### src/rtl/sr_cond_pkg.sv
// Shared types and width helper for the SR latch command conditioner.
package sr_cond_pkg;

  typedef enum logic [1:0] {
    StIdle,
    StPulseS,
    StPulseR,
    StHoldoff
  } cond_state_e;

  typedef enum logic [1:0] {
    ReqNone,
    ReqSet,
    ReqClr
  } req_sel_e;

  // Counter width able to hold val-1, never less than one bit.
  function automatic int unsigned clog2_min1(input int unsigned val);
    return (val <= 1) ? 1 : $clog2(val);
  endfunction

endpackage

### src/rtl/sr_debounce.sv
// Two-flop synchroniser, stability counter and registered rising-edge detect for one raw line.
module sr_debounce
  import sr_cond_pkg::*;
#(
  parameter int unsigned DEBOUNCE_CYCLES = 4
) (
  input  logic clk_i,
  input  logic rst_i,
  input  logic raw_i,
  output logic rise_o
);

  localparam int unsigned CntW = clog2_min1(DEBOUNCE_CYCLES + 1);

  logic            sync1_q, sync2_q;
  logic            level_q, level_d;
  logic            rise_q, rise_d;
  logic [CntW-1:0] cnt_q, cnt_d;

  always_comb begin
    level_d = level_q;
    cnt_d   = '0;
    if (sync2_q != level_q) begin
      // Flip the accepted level on the cycle the count would reach DEBOUNCE_CYCLES.
      if (cnt_q == CntW'(DEBOUNCE_CYCLES - 1)) begin
        level_d = ~level_q;
      end else begin
        cnt_d = cnt_q + 1'b1;
      end
    end
    rise_d = level_d & ~level_q;
  end

  always_ff @(posedge clk_i) begin
    if (rst_i) begin
      sync1_q <= 1'b0;
      sync2_q <= 1'b0;
      level_q <= 1'b0;
      rise_q  <= 1'b0;
      cnt_q   <= '0;
    end else begin
      sync1_q <= raw_i;
      sync2_q <= sync1_q;
      level_q <= level_d;
      rise_q  <= rise_d;
      cnt_q   <= cnt_d;
    end
  end

  assign rise_o = rise_q;

endmodule

### src/rtl/sr_cmd_conditioner.sv
// Turns bouncy set/clear request lines into clean, arbitrated, non-overlapping S/R pulses
// and tracks the latch state so redundant requests never reach it.
module sr_cmd_conditioner
  import sr_cond_pkg::*;
#(
  parameter int unsigned DEBOUNCE_CYCLES = 4,
  parameter int unsigned PULSE_W         = 2,
  parameter int unsigned HOLDOFF         = 1,
  parameter bit          RESET_WINS      = 1'b1
) (
  input  logic clk,
  input  logic rst,
  input  logic set_raw,
  input  logic clr_raw,
  output logic S,
  output logic R,
  output logic q_track,
  output logic busy,
  output logic conflict
);

  localparam int unsigned PwW = clog2_min1(PULSE_W + 1);
  localparam int unsigned HoW = clog2_min1(HOLDOFF + 1);

  logic set_rise, clr_rise;

  sr_debounce #(.DEBOUNCE_CYCLES(DEBOUNCE_CYCLES)) u_deb_set (
    .clk_i (clk),
    .rst_i (rst),
    .raw_i (set_raw),
    .rise_o(set_rise)
  );

  sr_debounce #(.DEBOUNCE_CYCLES(DEBOUNCE_CYCLES)) u_deb_clr (
    .clk_i (clk),
    .rst_i (rst),
    .raw_i (clr_raw),
    .rise_o(clr_rise)
  );

  cond_state_e    state_q, state_d;
  req_sel_e       sel;
  logic [PwW-1:0] pw_cnt_q, pw_cnt_d;
  logic [HoW-1:0] ho_cnt_q, ho_cnt_d;
  logic           q_track_q, q_track_d;
  logic           pend_set_q, pend_set_d, pend_clr_q, pend_clr_d;
  logic           want_set, want_clr;
  logic           s_q, s_d, r_q, r_d, busy_q, busy_d, conflict_q, conflict_d;

  always_comb begin
    state_d    = state_q;
    pw_cnt_d   = pw_cnt_q;
    ho_cnt_d   = ho_cnt_q;
    q_track_d  = q_track_q;
    pend_set_d = pend_set_q;
    pend_clr_d = pend_clr_q;
    conflict_d = 1'b0;
    sel        = ReqNone;
    want_set   = set_rise | pend_set_q;
    want_clr   = clr_rise | pend_clr_q;

    if (state_q != StIdle) begin
      pend_set_d = pend_set_q | set_rise;
      pend_clr_d = pend_clr_q | clr_rise;
    end

    unique case (state_q)
      StIdle: begin
        pend_set_d = 1'b0;
        pend_clr_d = 1'b0;
        if (want_set && want_clr) begin
          conflict_d = 1'b1;
          sel        = RESET_WINS ? ReqClr : ReqSet;
        end else if (want_set) begin
          sel = ReqSet;
        end else if (want_clr) begin
          sel = ReqClr;
        end
        // Requests that would not change the latch are dropped here.
        if (sel == ReqSet && !q_track_q) begin
          state_d  = StPulseS;
          pw_cnt_d = PwW'(1);
        end else if (sel == ReqClr && q_track_q) begin
          state_d  = StPulseR;
          pw_cnt_d = PwW'(1);
        end
      end
      StPulseS, StPulseR: begin
        if (pw_cnt_q == PwW'(PULSE_W)) begin
          q_track_d = (state_q == StPulseS);
          ho_cnt_d  = HoW'(1);
          state_d   = (HOLDOFF == 0) ? StIdle : StHoldoff;
        end else begin
          pw_cnt_d = pw_cnt_q + 1'b1;
        end
      end
      StHoldoff: begin
        if (ho_cnt_q == HoW'(HOLDOFF)) begin
          state_d = StIdle;
        end else begin
          ho_cnt_d = ho_cnt_q + 1'b1;
        end
      end
      default: state_d = StIdle;
    endcase

    s_d    = (state_d == StPulseS);
    r_d    = (state_d == StPulseR);
    busy_d = (state_d != StIdle);
  end

  always_ff @(posedge clk) begin
    if (rst) begin
      state_q    <= StIdle;
      pw_cnt_q   <= '0;
      ho_cnt_q   <= '0;
      q_track_q  <= 1'b0;
      pend_set_q <= 1'b0;
      pend_clr_q <= 1'b0;
      s_q        <= 1'b0;
      r_q        <= 1'b0;
      busy_q     <= 1'b0;
      conflict_q <= 1'b0;
    end else begin
      state_q    <= state_d;
      pw_cnt_q   <= pw_cnt_d;
      ho_cnt_q   <= ho_cnt_d;
      q_track_q  <= q_track_d;
      pend_set_q <= pend_set_d;
      pend_clr_q <= pend_clr_d;
      s_q        <= s_d;
      r_q        <= r_d;
      busy_q     <= busy_d;
      conflict_q <= conflict_d;
    end
  end

  assign S        = s_q;
  assign R        = r_q;
  assign q_track  = q_track_q;
  assign busy     = busy_q;
  assign conflict = conflict_q;

endmodule

### config.mk
export PLATFORM = sky130hd
export DESIGN_NAME = sr_cmd_conditioner
export DESIGN_NICKNAME = d
export VERILOG_FILES = /design/src/rtl/sr_cond_pkg.sv /design/src/rtl/sr_debounce.sv /design/src/rtl/sr_cmd_conditioner.sv
export SDC_FILE = /design/constraint.sdc
export NUM_CORES = 1
export LEC_CHECK = 0
export CAP_MARGIN = 20
export CORE_ASPECT_RATIO = 0.8
export CORE_MARGIN = 8
export CORE_UTILIZATION = 45
export DETAILED_ROUTE_END_ITERATION = 8
export HOLD_SLACK_MARGIN = 0.15
export PLACE_DENSITY_LB_ADDON = 0.15
export SLEW_MARGIN = 0
export SYNTH_ARGS = -nofsm -noshare
export SYNTH_HDL_FRONTEND = slang
export SYNTH_SLANG_ARGS = --single-unit
### constraint.sdc
create_clock -name clk -period 1.7 [get_ports clk]
set_input_delay 0.34 -clock clk [delete_from_list [all_inputs] [get_ports clk]]
set_output_delay 0.34 -clock clk [all_outputs]
set_load 0.02 [all_outputs]
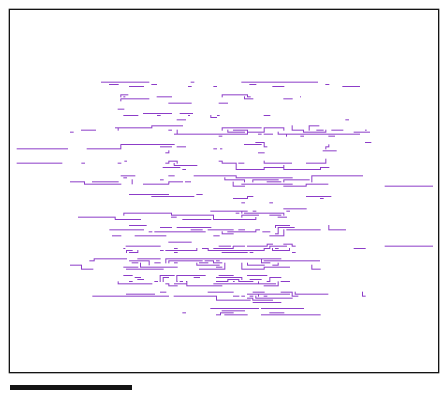
Run 1: metal 1
Scale bar: 20 um.
main direction: horizontal
longest straight run: 18.9 um

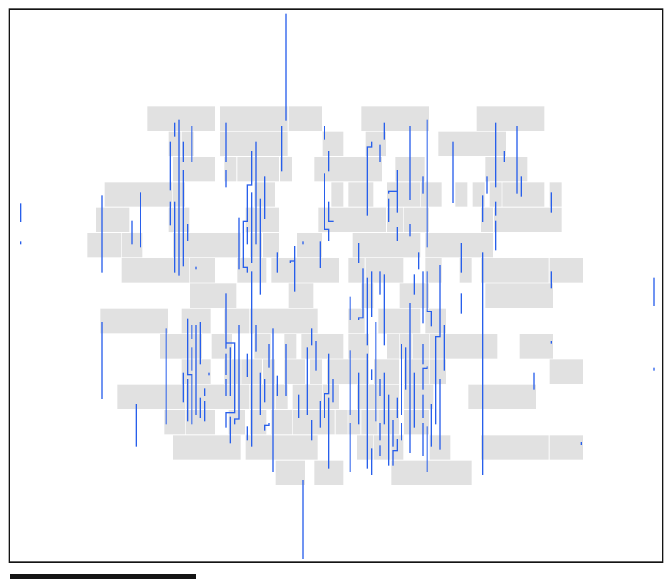
Run 1: signal wires on met2
Scale bar: 20 um. Cells faint in the background.
share of all routed wire: 43%
longest straight run: 23.8 um

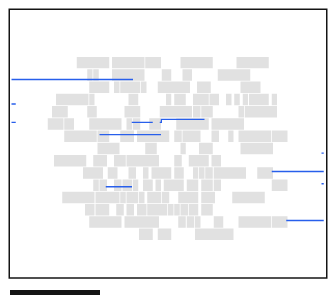
Run 1: met3 routing
Scale bar: 20 um. Cells faint in the background.
nets with wire on the layer: 9
longest straight run: 26.7 um

==> flow_metrics.tcl, run 1 <==
# collected from the flow reports
set metrics [dict create \
    port_buffers 8 \
    min_period_ns 1.61 \
    grt_first_pass_wirelength_um 2860 \
    buffer_area_share_pct 8.82 \
    reg2reg_to "S$_SDFF_PP0_" \
    cp_max_fo 6 \
    die_w_um 70.1 \
    sh_comb_area_pct 40.4 \
    fp_util_pct 48.4 \
    drc 0 \
    syn_inst 109 \
    cts_root_buf "clkbuf_4" \
    holdWs_ns 0.435 \
    dr.pass1.iters 4 \
    mostFrequentLayoutCell "dfxtp_1" \
    ys_sh_mux_pct 1.90 \
    ff2ff_setup_slack_ns 0.09 \
    use_met2_pct 12.0 \
    cellInternalPower_uw 824 \
    core_area_um2 2180 \
    nFillCells 207 \
    ys_chip_area_um2 1050 \
    path_cells "inv_1 -> ha_1 -> inv_2 -> a22o_1 -> and2_1 -> nor4_2" \
    crit_type "reg -> reg" \
    nMultiInputCombCells 72 \
    cts_setup_buffers 0 \
    gp_congestion 0.916 \
    ir_drop_v 0.000676 \
    worstMarginPinSlew_ns 0.368 \
    end_kind "register" \
    power_clock_uw 300 \
    numClockSinks 26 \
    avgSynthCellArea_um2 9.67 \
    num_antenna_cells 0 \
    status "complete, no violations" \
    ff2ff_path_depth 6 \
    ios 9 \
    clk_latency_ns 0.31 \
]
Run 1, placement density heat map:
7 x 6 tiles, from white (low) to dark blue (high), 0 to 100% covered.
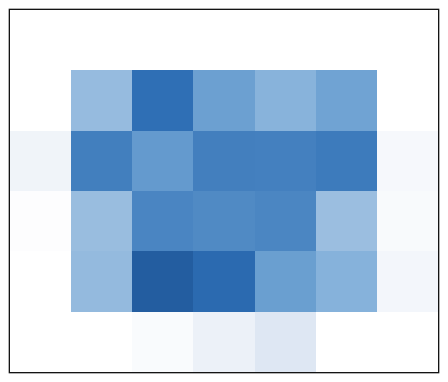

## Run 2: what changed since run 1
Settings changed: DONT_BUFFER_PORTS set to 1.
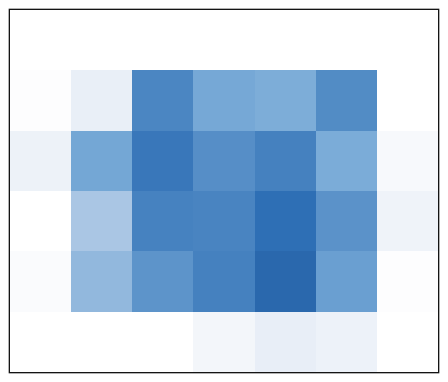
Run 2: placement density heat map
7 x 6 tiles, from white (low) to dark blue (high), 0 to 100% covered.
tiles over 75% full: 2.4%
mean over tiles: 28%
emptiest ninth of the die: upper left
densest ninth of the die: center

==> run 2 against run 1 <==
- count of clock-buffer cells in the layout down 1
- die area unchanged
- first-iteration DRC count is 7.1% lower
- power increased by 9.8%
- clock power is 38% higher
- combinational power down about 10%
- synthesized area unchanged
- final cell count down 4.1%
- critical endpoint unchanged
- largest power group unchanged
==> flow_metrics.tcl, run 2 <==
# collected from the flow reports
set metrics [dict create \
    status "complete, no violations" \
    dr.pass1.iters 4 \
    ios 9 \
    sh_comb_area_pct 42.4 \
    cts_setup_buffers 0 \
    power_clock_uw 413 \
    path_cells "inv_1 -> ha_4 -> inv_1 -> a22o_1 -> and2_1 -> nor4_2" \
    min_period_ns 1.59 \
    core_area_um2 2180 \
    ys_chip_area_um2 1050 \
    fp_util_pct 48.4 \
    tool_warnings 28 \
    gp_congestion 0.838 \
    area.growth.synth_to_final_pct 14.3 \
    holdWs_ns 0.207 \
    cp_max_fo 6 \
    inverters 9 \
    ys_sh_mux_pct 1.90 \
    nFillCells 210 \
    die_w_um 70.1 \
    cellInternalPower_uw 925 \
    worstMarginPinSlew_ns 0.693 \
    num_antenna_cells 0 \
    cts_root_buf "clkbuf_4" \
    use_met2_pct 13.4 \
    ir_drop_v 0.000750 \
    clk_latency_ns 0.32 \
    grt_first_pass_wirelength_um 2900 \
    ff2ff_path_depth 6 \
    fin_nets 130 \
    syn_inst 109 \
    crit_type "reg -> reg" \
    end_kind "register" \
    nMultiInputCombCells 72 \
    drc 0 \
    ys_warn_count 0 \
    buffer_area_share_pct 4.37 \
    reg2reg_to "S$_SDFF_PP0_" \
    numClockSinks 26 \
    ff2ff_setup_slack_ns 0.11 \
    synth_area_um2 1050 \
]
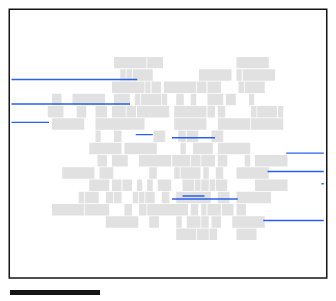
Run 2: met3 routing
Scale bar: 20 um. Cells faint in the background.
nets with wire on the layer: 10
wire length on this layer: 127 um
share of all routed wire: 7.5%
longest straight run: 27.6 um

Run 2, congestion heat map:
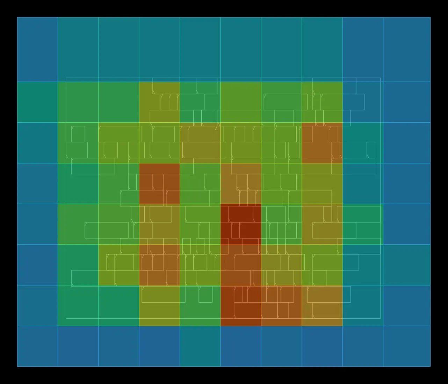

## Run 3: what changed since run 2
Settings changed: CORE_ASPECT_RATIO 0.8 to 0.6, CTS_BUF_LIST set to sky130_fd_sc_hd__clkbuf_4.
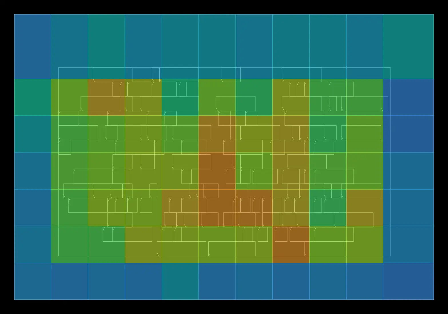
Run 3: congestion heat map
post-DR wirelength/cell: 12.5 um
total global-route track usage: 9.90%

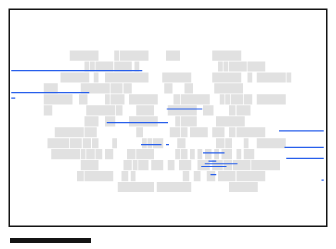
Run 3: met3 routing
Scale bar: 20 um. Cells faint in the background.
share of all routed wire: 7.2%
wire length on this layer: 132 um
longest straight run: 32.2 um
nets with wire on the layer: 12

==> run 3 against run 2 <==
- die area up 1.0%
- final cell count up 3.5%
- clock skew down 0.0039 ns
- worst setup slack better by 0.016 ns
- highest routed layer unchanged
==> flow_metrics.tcl, run 3 <==
# collected from the flow reports
set metrics [dict create \
    status "complete, no violations" \
    fp_util_pct 48.0 \
    holdWs_ns 0.223 \
    synth_area_um2 1050 \
    nFillCells 201 \
    dr.pass1.iters 4 \
    ys_warn_count 0 \
    syn_inst 109 \
    end_kind "register" \
    cts_setup_buffers 0 \
    cellInternalPower_uw 925 \
    avgSynthCellArea_um2 9.67 \
    port_buffers 0 \
    grt_first_pass_wirelength_um 3110 \
    sh_comb_area_pct 42.4 \
    mostFrequentLayoutCell "dfxtp_1" \
    inverters 9 \
    worstMarginPinSlew_ns 0.728 \
    power_clock_uw 416 \
    ios 9 \
    ff2ff_setup_slack_ns 0.13 \
    gp_congestion 0.807 \
    numClockSinks 26 \
    tool_warnings 28 \
    area.growth.synth_to_final_pct 15.4 \
    core_area_um2 2200 \
    cts_root_buf "clkbuf_4" \
    path_cells "inv_1 -> ha_4 -> inv_2 -> a22o_1 -> and2_1 -> nor4_2" \
    num_antenna_cells 0 \
    clk_latency_ns 0.32 \
    ys_chip_area_um2 1050 \
    ys_sh_mux_pct 1.90 \
    min_period_ns 1.57 \
    die_w_um 78.5 \
    ir_drop_v 0.000495 \
    fin_nets 130 \
    drc 0 \
]
Power figures rest on the tool's default switching activity, not on a simulated workload.
